### I/O nets highlighted

(2 px per µm)
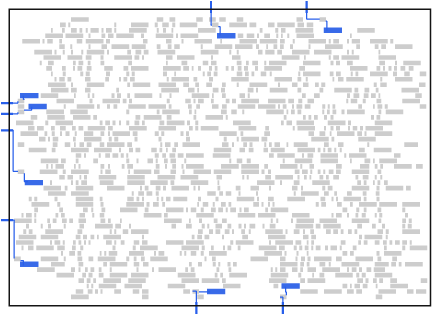
### Wiring by layer

(2 px per µm) Only two layers are drawn.
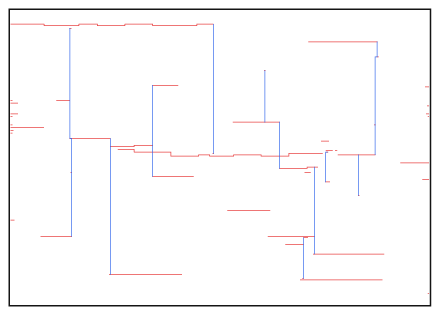
==> config.mk <==
export PLATFORM = sky130hd
export DESIGN_NAME = pdu_input_debounce
export DESIGN_NICKNAME = d
export VERILOG_FILES = /design/src/rtl/pdu_io_pkg.sv /design/src/rtl/debounce_ch.sv /design/src/rtl/pdu_input_debounce.sv
export SDC_FILE = /design/constraint.sdc
export NUM_CORES = 1
export LEC_CHECK = 0
export CAP_MARGIN = 20
export CELL_PAD_IN_SITES_DETAIL_PLACEMENT = 1
export CELL_PAD_IN_SITES_GLOBAL_PLACEMENT = 1
export CORE_ASPECT_RATIO = 0.7
export CORE_UTILIZATION = 35
export CTS_CLUSTER_SIZE = 12
export DETAILED_ROUTE_END_ITERATION = 16
export PLACE_DENSITY_LB_ADDON = 0.1
export SYNTH_ARGS = -nofsm -noshare
export SYNTH_HDL_FRONTEND = slang
export SYNTH_SLANG_ARGS = --single-unit
==> constraint.sdc <==
create_clock -name clk -period 2.4 [get_ports clk]
set_clock_uncertainty 0.2 [all_clocks]
set_input_delay 0.48 -clock clk [delete_from_list [all_inputs] [get_ports clk]]
set_output_delay 0.48 -clock clk [all_outputs]
set_load 0.02 [all_outputs]
==> commit_impl_results.txt <==
Record implementation results from latest flow run

- Per the finish-stage timing summary, setup violations number 0.
- The final timing report lists a max-slew violation count of 0.
- Overall die area: 30960 µm²
- The final layout report lists a filler cell count of 3286.
- The library cells used most frequently in the layout, excluding fill and tap cells, are dfrtp_1, nor2_1, nand3_1.
- Number of cell rows: 52
- Buffer count from post-CTS setup fixing: 0
* Detailed-placement wirelength estimate: 16.02 mm
- Ys cells: 1062
* Post-layout nets: 1135
* RSZ-0062 raised after global routing: false
- Subtracting the final worst setup slack from the clock period gives 2304 ps.
- Antenna violations before repair: 0
- Worst skew pair latency: 530 ps
* Worst Hold Path Cells: 0
- Crit share post-route: 95.99%
- First-pass GRT wire length: 41.25 mm
- At the floorplan stage, the core utilization is reported as 36.09%.
* Type of destination of the critical path: register
* Tally of unique sky130hd cells used after synthesis: 55
- Number of flops mapped to enable cells by yosys: 0
- Across all checked pins, the minimum headroom to the slew limit is 66.29%.
- Warnings raised by the tools during the run amount to 26.
- The worst register-to-register path has a depth of 7.
- After synthesis, the share of flip-flops with an asynchronous set or reset is 100.0%.
- Max Clk Rate: 0.4341 GHz
- Clock input transition at the sequential cells of the worst setup and hold paths: 60 ps
- Post-synth design cell area: 10590 µm²
- Pin count of the biggest net entering global routing: 58
- The leakage power in the latest report is 4.970 nW.
- Worst endpoint required time: 2630 ps
- The die is 209.9 µm wide.
- Proportion of synthesized chip area in sequential cells: 52.94%
- The total area inside the core boundary comes to 29340 µm².
- TritonCTS built the clock tree.
- The run finished with clean final reports.
- The register with the most flip-flops in the layout has 160 of them.
- The global route stage reports its total congestion overflow as 0.
* CP Class: reg2reg
* Data arrival time of the critical path: 2530 ps
- Max fanout on the critical path was recorded as 5.
* Fin Setup TNS: 0 ps
* Reg-to-reg slack, setup: 100 ps
* Post-synthesis register bit count: 224
* Final weighted congestion in routability-driven placement: 0.7427
- Per the post-route antenna check, the number of violating nets is 0.
- Warnings, synthesis: 0
- Hold Crit Class: reg2reg
- Looking at the max-slew report, the worst-margin pin has a slew of 505.7 ps.
- Power Dens Cells: 617.7 nW/µm²
* Clock sink count: 224
- Final hold analysis gives a worst-case slack of 147.8 ps.
- The chip area line in the Yosys stat output reads 10590 µm².
- In this run the deepest clock path goes through 3 buffers.
- When the netlist entered floorplanning its net count stood at 1080.
- Layout cell share with drive strength beyond 1: 8.385%
- Diodes inserted: 0
* CTS buffer count: 24
- Most common library cell in the layout ignoring fill and taps: dfrtp_1
* Post-detailed-route DRC marker count: 0
* Maximum capacitance violations: 0
- Synth Instances: 1062
- Averaged over all synthesized cells, the footprint is 9.971 µm².
- After the first detailed-routing iteration, the DRC count stood at 291.
- Number of global-route vias before repair: 8028
* Area growth from synthesis to layout: 16.60%
- STA classifies the critical path startpoint as a register.
- The script logs the ratio of routed vias to standard cells as 5.075.
- The commonest register cell is dfrtp_1.
* Detailed-router iteration count before antenna repair: 4
## Picture notes: 'I/O nets highlighted'
[blue] raw_in | bits: 8 | direction: input | end cells: 8 | wire: 124 µm
I/O pin total: 42
count of port buffers added during placement: 41

## Picture notes: 'Wiring by layer'
[red] met3 | wire length: 641 µm
[blue] met4 | wire length: 490 µm
per-cell routed wire length: 15.54 µm
overall routing resource usage: 16.07%
number of vias in the routed layout: 7805
drt total wl: 23.90 mm

-- synth_stat cells, types with 2 or more instances --
library cell	n	area share (%)
nand2_1	53	1.9
or4_1	26	1.8
and3_1	16	0.95
o21ai_0	41	1.9
or4b_2	2	0.19
dfrtp_1	224	53
ha_1	8	0.95
buf_2	6	0.28
nor3b_1	3	0.21
a21boi_0	2	0.14
a21o_1	11	0.78
or3_1	40	2.4
o211ai_1	2	0.14
nor4bb_1	3	0.28
nand4_4	2	0.40
xor2_1	42	3.5
o31ai_1	16	1.1
buf_4	33	2.3
a211o_1	3	0.25
nand3_1	66	3.1
a41oi_1	4	0.33
a21oi_1	53	2.5
o22ai_1	5	0.30
and2_1	8	0.47
o21bai_1	2	0.14
inv_1	48	1.7
xnor2_1	59	4.9
nand2b_1	5	0.30
nor3_1	32	1.5
nor4b_1	2	0.17
nor4_1	23	1.4
nor2_1	123	4.4
clkbuf_1	21	0.74
nor2b_1	8	0.47
and4_1	11	0.91
mux2_2	2	0.21
mux2i_1	4	0.38
nand3b_1	2	0.14
nand4_1	32	1.9
a2bb2oi_1	4	0.33
-- power by group --
group / internal, W / total [W] / switching (W)
combinational: 0.0000943 / 0.000266 / 0.000171
sequential: 0.00382 / 0.00386 / 0.0000461
clock: 0.00200 / 0.00350 / 0.00150
-- metal layers --
layer | GRT usage, % | vias up | part of all wire (%)
met5 | 0 | - | 0
met4 | 3.723 | 0 | 2.0
met3 | 2.868 | 31 | 2.7
met2 | 23.26 | 63 | 41
met1 | 24.71 | 3893 | 54
li1 | - | 3818 | -
-- cells by family after synthesis --
| kind of cell | share of synthesized area (%) |
|---|---|
| muxes | 0.5908 |
| DFF | 52.94 |
| adders and majority gates | 0.9453 |
| and+or+nand+nor | 23.64 |
| buffers and inverters | 5.116 |
| xor gates and xnor gates | 8.354 |
| AOI/OAI and AO/OA | 8.413 |
-- critical path: stages, from the launching register on --
cell	delay (ps)
dfrtp_1	390
ha_1	200
nand3_1	130
buf_4	190
nor4_1	430
buf_4	210
nand3_1	190
nor2b_2	260
-- what timing repair did --
| action | 4_1_cts | 5_1_grt |
|---|---|---|
| setup endpoints to repair | 0 | 1 |
| hold buffers | 1 | 0 |
| endpoints found under the hold margin | 49 | 0 |
| resized | 0 | 1 |
-- layout make-up --
cell class / count / area (µm²) / share of cell area (%)
Clock buffer: 38 / 704.4 / 5.705
Tap cell: 405 / 506.7 / 4.104
Multi-Input combinational cell: 729 / 4444 / 36.00
Timing Repair Buffer: 90 / 885.9 / 7.175
Clock inverter: 4 / 20.02 / 0.1621
Inverter: 48 / 180.2 / 1.459
Sequential cell: 224 / 5605 / 45.40
-- metrics by stage --
step	cells	power [W]	worst slack (ps)	area (µm²)
detailed placement	1495	0.004209	78.73	11610
global placement	1495	0.004206	155.7	11610
finish	1538	0.007627	96.13	12350
floorplan	1062	0.004024	122.6	10590
global route	1538	0.007971	0.3950	12350
CTS	1538	0.007788	60.87	12340
Power is estimated from default activity; no workload was simulated.
